[src/rtl/barrel_shifter.sv]
// Registered 3-stage logarithmic barrel shifter with one cycle of latency.
// Build option: define BARREL_ROTATE_EN to enable circular rotate.
module barrel_shifter #(
    parameter int unsigned DATA_W  = 8,
    parameter int unsigned SHAMT_W = 3
) (
    input  logic               clk,
    input  logic               rst_n,
    input  logic [DATA_W-1:0]  Ip,
    input  logic [SHAMT_W-1:0] shift_mag,
    input  logic               dir,
    input  logic               arith,
    input  logic               rotate,
    input  logic               in_valid,
    output logic [DATA_W-1:0]  Op,
    output logic               out_valid
);

    logic [DATA_W-1:0]             w_in;
    logic [DATA_W-1:0]             w_res;
    logic [SHAMT_W:0][DATA_W-1:0]  w_stage;
    logic                          w_fill_bit;
    logic                          w_unused_rotate;
    logic [DATA_W-1:0]             r_op;
    logic                          r_valid;

    // Left shifts are done as right shifts on the bit-reversed operand.
    always_comb begin
        w_in = '0;
        for (int i = 0; i < DATA_W; i++) begin
            w_in[i] = dir ? Ip[i] : Ip[DATA_W-1-i];
        end
    end

    assign w_fill_bit      = dir & arith & Ip[DATA_W-1];
    assign w_unused_rotate = rotate;
    assign w_stage[0]      = w_in;

    for (genvar g = 0; g < SHAMT_W; g++) begin : g_stage
        localparam int unsigned S = 1 << g;
        logic [S-1:0] w_fill;
`ifdef BARREL_ROTATE_EN
        assign w_fill = rotate ? w_stage[g][S-1:0] : {S{w_fill_bit}};
`else
        assign w_fill = {S{w_fill_bit}};
`endif
        assign w_stage[g+1] = shift_mag[g] ? {w_fill, w_stage[g][DATA_W-1:S]}
                                           : w_stage[g];
    end

    always_comb begin
        w_res = '0;
        for (int i = 0; i < DATA_W; i++) begin
            w_res[i] = dir ? w_stage[SHAMT_W][i] : w_stage[SHAMT_W][DATA_W-1-i];
        end
    end

    // Output register: captures only on qualified inputs.
    always_ff @(posedge clk or negedge rst_n) begin
        if (!rst_n) begin
            r_op    <= '0;
            r_valid <= 1'b0;
        end else begin
            r_valid <= in_valid;
            if (in_valid) begin
                r_op <= w_res;
            end
        end
    end

    assign Op        = r_op;
    assign out_valid = r_valid;

endmodule

[config.mk]
export PLATFORM = sky130hd
export DESIGN_NAME = barrel_shifter
export DESIGN_NICKNAME = d
export VERILOG_FILES = /design/src/rtl/barrel_shifter.sv
export SDC_FILE = /design/constraint.sdc
export NUM_CORES = 1
export LEC_CHECK = 0
export CORE_MARGIN = 4
export CORE_UTILIZATION = 51
export CTS_CLUSTER_DIAMETER = 100
export DETAILED_ROUTE_END_ITERATION = 8
export PLACE_DENSITY = 0.85
export SYNTH_ARGS = -nofsm -noshare
export SYNTH_HDL_FRONTEND = slang
export SYNTH_SLANG_ARGS = --single-unit
[constraint.sdc]
create_clock -name clk -period 1.35 [get_ports clk]
set_input_delay 0.27 -clock clk [delete_from_list [all_inputs] [get_ports clk]]
set_output_delay 0.27 -clock clk [all_outputs]
set_load 0.03 [all_outputs]
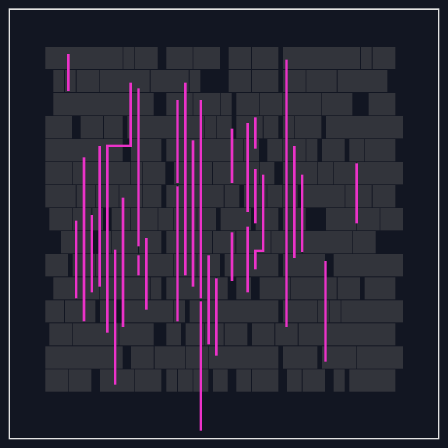
Fig. 1. Metal 4.
nets with wire on the layer	29
main direction	vertical
share of all routed wire	7.6%

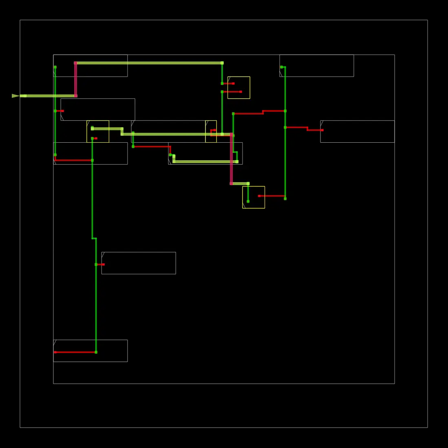
Fig. 2. Clock routing.
CTS Sinks: 9
TritonCTS Buffers: 3
Clock Power: 0.235 mW
clock buffers: 4

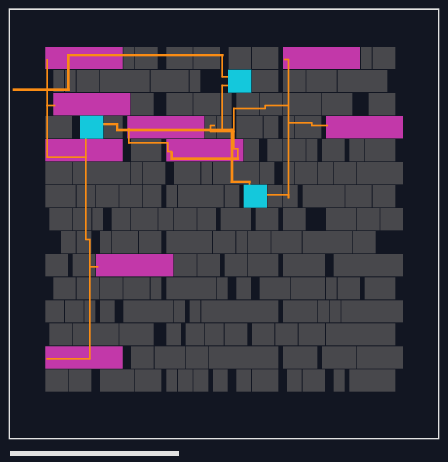
Fig. 3. Clock network drawn from the DEF.
Bar = 20 um.
[orange] clock wires | length: 178 um
[cyan] cells driving clock nets | count: 3
[magenta] flip-flops | count: 9
routed clock nets	4

==> CHANGELOG.md <==
## Flow update

* Syn_nets at 127
* Status: complete, but fails checks
* Combinational gate area at 712 um2
* Gr usage total at 30.0%
* Global-route track usage on met2 at 51.7%
* Logic share of the area at 44.5%
* Yosys warns at 0
* Sequential standard cell area at 225 um2
* Worst slack, placed at -0.789 ns
* Share of cells above drive strength 1 at 47.7%
* Top sig layer: met4
* MaxCap Viol Count at 0
* Power Dens Cells at 748 nW/um2
* Final layout net count at 190
* Crit path capture: Op[4]
* WL met1 at 1760 um
* Adder Area Share at 0%
* Clock slew at reported path FFs at 0.08 ns
* Final Hold Viols at 0
* Max stage delay on crit path at 0.31 ns
* RR Startpoint: Op[2]
* Critical path type: primary input to flip-flop
* Reg2Reg Setup Slack at 0.47 ns
* Unrepaired setup endpoints after global routing: true
* Die X at 50.6 um
* DRC errors left at 0
* OpenROAD warning count at 29
* Leakage at 0.732 nW
* Violated checks: setup timing
* WP buf/inv at 2
* Slowest CP cell: mux2i_2
* Number of non-clock inverters in the layout at 7
* Setup violators final at 9
* Worst path depth at 7
* Final Wtd Congestion at 0.911
* Post-Syn Area at 923 um2
* Simple-Gate Area Share at 18.4%
* Family with the most delay on the worst path: AND-OR/OR-AND gates
* Number of I/O pins at 26
* Tap Cells at 25
* Max Slew Vio Count at 0
* Number of distinct library cells after synthesis at 44
* Top cell area share at 24.4%
* Post-synth EDFFs at 0
* H-tree depth at 1
* Met3 GRT Util at 5.93%
* M1 GR Usage at 36.4%
* DRT iter0 DRCs at 153
* Worst Path Required at 1.48 ns
* Final Instance Area at 1600 um2
* First-pass GRT wire length at 5710 um
* Synth mux share at 15.4%
* Fp_density at 53.5%
* Synth Seq Share at 24.4%
* Cells after Synth at 110
* Final period util at 108%
* Crit. Startpoint: shift_mag[0]
* DR vias at 1426
* Crit. End Element: flip-flop
* Post-DP HPWL at 2530 um
* NonClk Buf Share at 36.2%
* Routed wire length at 5130 um
* CTS tree: built
* Worst IR Drop VDD at 0.000902 V
* Final std cells w/o fill at 197
* PnR worst setup slack at -0.108 ns
power breakdown:
group	total [mW]	leakage, nW	switching, mW	internal, mW
Combinational	0.634	0.607	0.353	0.280
Sequential	0.328	0.110	0.0251	0.303
Clock	0.235	0.0150	0.120	0.115
Total	1.20	0.732	0.499	0.697
metrics by stage:
stage / power (mW) / util (%)
after floorplan: 0.595 / -
after global placement: 0.832 / 82.4
after detailed placement: 0.847 / 82.4
after CTS: 1.08 / 88.2
after global routing: 1.22 / 92.6
final: 1.20 / 92.6
layout by cell type (no fill, tap or decap), types with 2 or more instances in the layout:
| master | instances |
|---|---|
| a21oi_1 | 4 |
| o21ai_1 | 2 |
| o2bb2ai_1 | 2 |
| clkdlybuf4s50_1 | 2 |
| inv_1 | 6 |
| buf_8 | 3 |
| nand3_1 | 5 |
| clkdlybuf4s15_1 | 4 |
| dlygate4sd2_1 | 9 |
| nand4_1 | 2 |
| nor3_1 | 2 |
| dfrtp_1 | 9 |
| buf_2 | 2 |
| nor2_1 | 7 |
| mux2i_2 | 2 |
| clkbuf_4 | 3 |
| mux2_2 | 2 |
| a31oi_1 | 3 |
| a22oi_1 | 2 |
| buf_6 | 3 |
| buf_4 | 38 |
| nand2_1 | 11 |
| o32ai_2 | 3 |
| o31ai_2 | 2 |
| o2111ai_1 | 2 |
| mux4_2 | 2 |
| o21ai_0 | 2 |
| mux2i_1 | 3 |
| clkbuf_2 | 4 |
state kept, by name (all words and copies together) (netlist names):
name / count
Op: 8
out_valid: 1
timing repair:
item / in CTS / in global routing
hold endpoints to repair: 0 / 0
endpoints found under the setup margin: 16 / 8
resized: 59 / 24
setup buffers: 5 / 0
pin swaps: 13 / 4
gates cloned: 0 / 1
No activity file was given, so power comes from the tool's default toggle rates.
